<file path="config.mk">
export PLATFORM = sky130hd
export DESIGN_NAME = rx_clk_div_flat
export DESIGN_NICKNAME = d
export VERILOG_FILES = /design/src/rtl/rx_clk_div_if.sv /design/src/rtl/rx_clk_div.sv /design/src/flat_wrapper.sv
export SDC_FILE = /design/constraint.sdc
export NUM_CORES = 1
export LEC_CHECK = 0
export CORE_ASPECT_RATIO = 0.75
export CORE_UTILIZATION = 41
export CTS_CLUSTER_DIAMETER = 50
export DETAILED_ROUTE_END_ITERATION = 8
export PLACE_DENSITY = 0.58
export SKIP_CTS_REPAIR_TIMING = 1
export SYNTH_ARGS = -nofsm -noshare
export SYNTH_HDL_FRONTEND = slang
export SYNTH_SLANG_ARGS = --single-unit
</file>
<file path="constraint.sdc">
create_clock -name i_ref_clk -period 4.1 [get_ports i_ref_clk]
set_input_delay 0.82 -clock i_ref_clk [delete_from_list [all_inputs] [get_ports i_ref_clk]]
set_output_delay 0.82 -clock i_ref_clk [all_outputs]
set_load 0.01 [all_outputs]
</file>
<file path="src/rtl/rx_clk_div_if.sv">
// rx_clk_div_if
// Groups the divider's control inputs and clock/tick outputs into one bundle.
//   i_clk_en     divider enable
//   i_div_ratio  requested division ratio N (unsigned)
//   o_div_clk    divided clock, or the reference clock in bypass
//   o_tick       one reference-cycle pulse at the start of each divided period
// The master modport drives the controls, the slave modport is the divider.
interface rx_clk_div_if #(
  parameter int data_width = 8
);
  logic                  i_clk_en;
  logic [data_width-1:0] i_div_ratio;
  logic                  o_div_clk;
  logic                  o_tick;

  modport master (
    output i_clk_en,
    output i_div_ratio,
    input  o_div_clk,
    input  o_tick
  );

  modport slave (
    input  i_clk_en,
    input  i_div_ratio,
    output o_div_clk,
    output o_tick
  );
endinterface

</file>
<file path="src/rtl/rx_clk_div.sv">
// rx_clk_div
// Integer clock divider for the UART receiver (also usable on the TX side).
// Divides i_ref_clk by a ratio N in 2..255 with a registered waveform whose
// high phase is floor(N/2) cycles and low phase ceil(N/2) cycles. Ratio 0/1
// or a low enable bypasses the divider and passes i_ref_clk straight through.
// Ports:
//   i_ref_clk  reference clock, all flops on its rising edge
//   i_rst_n    asynchronous active-low reset
//   bus        rx_clk_div_if.slave: i_clk_en, i_div_ratio in; o_div_clk, o_tick out
module rx_clk_div #(
  parameter int data_width = 8
) (
  input  logic         i_ref_clk,
  input  logic         i_rst_n,
  rx_clk_div_if.slave  bus
);

  typedef enum logic {
    IDLE = 1'b0,
    RUN  = 1'b1
  } state_e;

  state_e                state_q, state_d;
  logic [data_width-1:0] ratio_q, ratio_d;
  logic [data_width-1:0] cnt_q,   cnt_d;
  logic                  div_q,   div_d;
  logic                  tick_q,  tick_d;

  logic                  ratioValid;
  logic                  atWrap;

  // Ratios below 2 cannot be divided and select bypass instead.
  assign ratioValid = (bus.i_div_ratio >= data_width'(2));
  assign atWrap     = (cnt_q == (ratio_q - data_width'(1)));

  // Next-state logic. The ratio input is only looked at on entry and at the
  // period boundary, so a mid-period change never cuts a period short.
  // The output flops are computed from the next counter/ratio so that the
  // waveform comes straight out of registers with no decode on the output.
  always_comb begin
    state_d = state_q;
    ratio_d = ratio_q;
    cnt_d   = '0;
    div_d   = 1'b0;
    tick_d  = 1'b0;

    case (state_q)
      IDLE: begin
        if (bus.i_clk_en && ratioValid) begin
          state_d = RUN;
          ratio_d = bus.i_div_ratio;
        end
      end
      RUN: begin
        if (!bus.i_clk_en) begin
          state_d = IDLE;
        end else if (atWrap) begin
          if (ratioValid) begin
            ratio_d = bus.i_div_ratio;
          end else begin
            state_d = IDLE;
          end
        end else begin
          cnt_d = cnt_q + data_width'(1);
        end
      end
      default: state_d = IDLE;
    endcase

    if (state_d == RUN) begin
      div_d  = (cnt_d < (ratio_d >> 1));
      tick_d = (cnt_d == '0);
    end
  end

  // All divider state, cleared asynchronously so the output drops back to
  // bypass the moment reset asserts.
  always_ff @(posedge i_ref_clk or negedge i_rst_n) begin
    if (!i_rst_n) begin
      state_q <= IDLE;
      ratio_q <= '0;
      cnt_q   <= '0;
      div_q   <= 1'b0;
      tick_q  <= 1'b0;
    end else begin
      state_q <= state_d;
      ratio_q <= ratio_d;
      cnt_q   <= cnt_d;
      div_q   <= div_d;
      tick_q  <= tick_d;
    end
  end

  // Bypass mux: the reference clock passes through whenever not running.
  // Switching in or out of bypass may produce one short phase.
  assign bus.o_div_clk = (state_q == RUN) ? div_q : i_ref_clk;
  assign bus.o_tick    = tick_q;

endmodule
</file>
<file path="src/flat_wrapper.sv">
// flat-port wrapper written by rule: the top's interface ports become plain ports
module rx_clk_div_flat 
#(
  parameter int data_width = 8
)
  (i_ref_clk, i_rst_n, bus_i_clk_en, bus_i_div_ratio, bus_o_div_clk, bus_o_tick);
  rx_clk_div_if #(.data_width(data_width)) bus_i ();
  input  logic i_ref_clk;
  input  logic i_rst_n;
  input wire logic [$bits(bus_i.i_clk_en)-1:0] bus_i_clk_en;
  input wire logic [$bits(bus_i.i_div_ratio)-1:0] bus_i_div_ratio;
  output wire logic [$bits(bus_i.o_div_clk)-1:0] bus_o_div_clk;
  output wire logic [$bits(bus_i.o_tick)-1:0] bus_o_tick;
  assign bus_i.i_clk_en = bus_i_clk_en;
  assign bus_i.i_div_ratio = bus_i_div_ratio;
  assign bus_o_div_clk = bus_i.o_div_clk;
  assign bus_o_tick = bus_i.o_tick;
  rx_clk_div #(.data_width(data_width)) u_core (.i_ref_clk(i_ref_clk), .i_rst_n(i_rst_n), .bus(bus_i));
endmodule
</file>
==> run notes <==
Results of the flow run.

In this run the vertical extent of the chip is 49.7 um. The count of max-cap constraint violations stands at 0. In this run, synthesis inferred 0 flip-flops with an integrated enable. The tightest hold path in the finished design has a slack of 585 ps. Setup repair after global routing left no endpoint under its margin. The placer congestion estimate stands at 0.803.

Compared with the post-synthesis result, the final layout area differs by 18.8%. TritonCTS built the clock tree. The number of design-rule violations left by the first detailed-router iteration stands at 34. Of the total power, registers draw 40.0%.

Setup slack on the worst reg-to-reg path comes out at about 650 ps. In the final report, the number of hold violations comes to 0. The sequential element share of the synthesized area stands at 38.2%. In the per-layer breakdown of the detailed-route log, met1 shows 1340 um.

In this run the standard cell core region covers 2740 um^2. Data arrives at the worst endpoint at 3010 ps. The area figure in the yosys stat output stands at 1240 um^2. Per the detail_route report, vias per standard cell equal 5.62. In the synthesized netlist, the cells that appear most often are dfrtp_1 (19), nor2_1 (12), xnor2_1 (12). The detailed route wirelength on metal3 stands at 188 um. The slowest stage of the critical path is the clkdlybuf4s50_1 cell. The most frequently used library cell after synthesis is dfrtp_1. For reference, the most critical setup path is categorized as clk2out. STA puts the critical path data required time at around 3300 ps. The count of unique library cells instantiated by Yosys stands at 36.

The analysis attributes to net switching a power of 190 uW. In the layout the commonest cells are dfrtp_1 (19), xnor2_1 (12), nor2_1 (12), clkdlybuf4s50_1 (12), inv_1 (9). The power report attributes to the combinational group a share of 23.9%. The slew check shows that the tightest pin keeps a relative margin of 43.3%.

The internal power component stands at 429 uW. The run finished with clean final reports. The leakage component of the power stands at 0.665 nW.

The logic area stands at 708 um^2. The global-route wire length before repair stands at 4470 um. The number of global-route vias before repair stands at 963. The register area stands at 475 um^2.

The met2 routing resource usage after global routing stands at roughly 28%. The maximum fanout encountered on the critical timing path stands at 2. The worst setup timing slack at the placement stage stands at 238 ps. Note that the worst hold path type here is reg2reg.
## sequential cells by signal (all words and copies together) (netlist names)
signal	count
u_core.bus.o_tick	1
u_core.cnt_q	8
u_core.div_q	1
u_core.ratio_q	8
u_core.state_q	1
## logic make-up after synthesis
family / Yosys count / synth area share, %
buffers and inverters: 15 / 4.83
muxes: 4 / 3.62
xor gates and xnor gates: 16 / 11.3
and+or+nand+nor: 41 / 17.9
adders and majority gates: 8 / 8.05
AOI/OAI and AO/OA: 25 / 16.1
DFF: 19 / 38.2
## power groups by stage
stage / clock, mW / combinational, mW / sequential [mW]
floorplan: 0.00785 / 0.113 / 0.236
global placement: 0.0163 / 0.145 / 0.250
detailed placement: 0.0163 / 0.149 / 0.249
CTS: 0.229 / 0.150 / 0.246
global route: 0.241 / 0.166 / 0.251
finish: 0.223 / 0.148 / 0.248
## worst paths after layout
path	endpoint	cells after the start
min in group asynchronous	u_core.ratio_q[3]	1
setup reg to reg	u_core.div_q	15
hold reg to reg	u_core.ratio_q[7]	2
setup / recovery	bus_o_div_clk	4
hold / removal	u_core.ratio_q[7]	2
max in group asynchronous	u_core.cnt_q[7]	1
## worst max-delay path: cells and delay by family
family | cells | cell delay, ps
buf+inv | 3 | 710
mux | 1 | 250
## layout make-up
| cell class | count | share of cell area, % |
|---|---|---|
| Inverter | 9 | 2.29 |
| Timing Repair Buffer | 12 | 7.96 |
| Tap cell | 36 | 3.05 |
| Clock buffer | 7 | 6.27 |
| Sequential cell | 19 | 32.2 |
| Multi-Input combinational cell | 94 | 47.9 |
| Clock inverter | 1 | 0.339 |
## per-stage QoR
| step | cells | area, um^2 |
|---|---|---|
| after global routing | 178 | 1480 |
| after floorplan | 128 | 1240 |
| after detailed placement | 171 | 1390 |
| final | 178 | 1480 |
| after CTS | 178 | 1480 |
| after global placement | 171 | 1390 |
==> images/m1.png <==
Bar = 20 um.
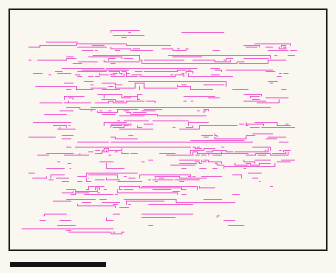
- wire length on this layer: 1340 um
- longest straight run: 37.3 um
- main direction: horizontal
met1 Resource Use GR: 27.0%
aggregate routed wire length: 2810 um

==> images/clock_wires.png <==
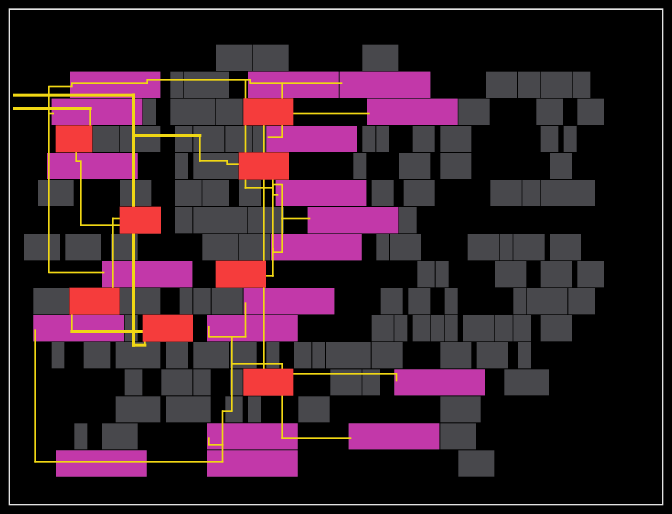
- flip-flops: magenta (count 19)
- clock-net drivers: red (count 8)
- clock wires: yellow (length 338 um)
- routed clock nets: 9
clock network latency to the later pin of the worst-skew pair: 360 ps
Worst Clk Skew: 1.19 ps
power attributed to the clock group: 223 uW
clock share of power: 36.0%

==> images/route_heat.png <==
Bar = 20 um. The die is cut into 13 by 10 equal tiles; dark blue is low, red is high, scaled to the fullest tile. Values are wire area over tile area, all layers added.
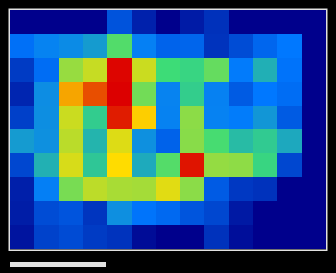
- nearly empty tiles: 19%
- emptiest ninth of the die: south-east
- densest ninth of the die: center
- fullest tile: 0.47
routed vias: 1001
GR Util All Layers: 19.3%
drt wl/cell: 15.8 um

==> images/pinout.png <==
Bar = 20 um. Pins as bars across the die edge, other pins in gray.
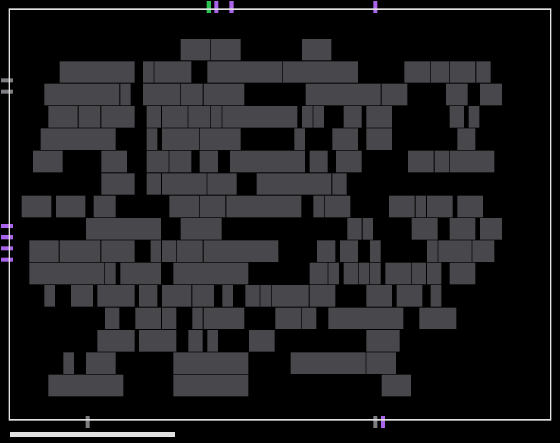
- bus_i_clk_en: green (pins 1; direction input; edge north)
- bus_i_div_ratio: purple (pins 8; direction input; edge 4 west, 3 north, 1 south)

Power and IR drop assume default switching activity.
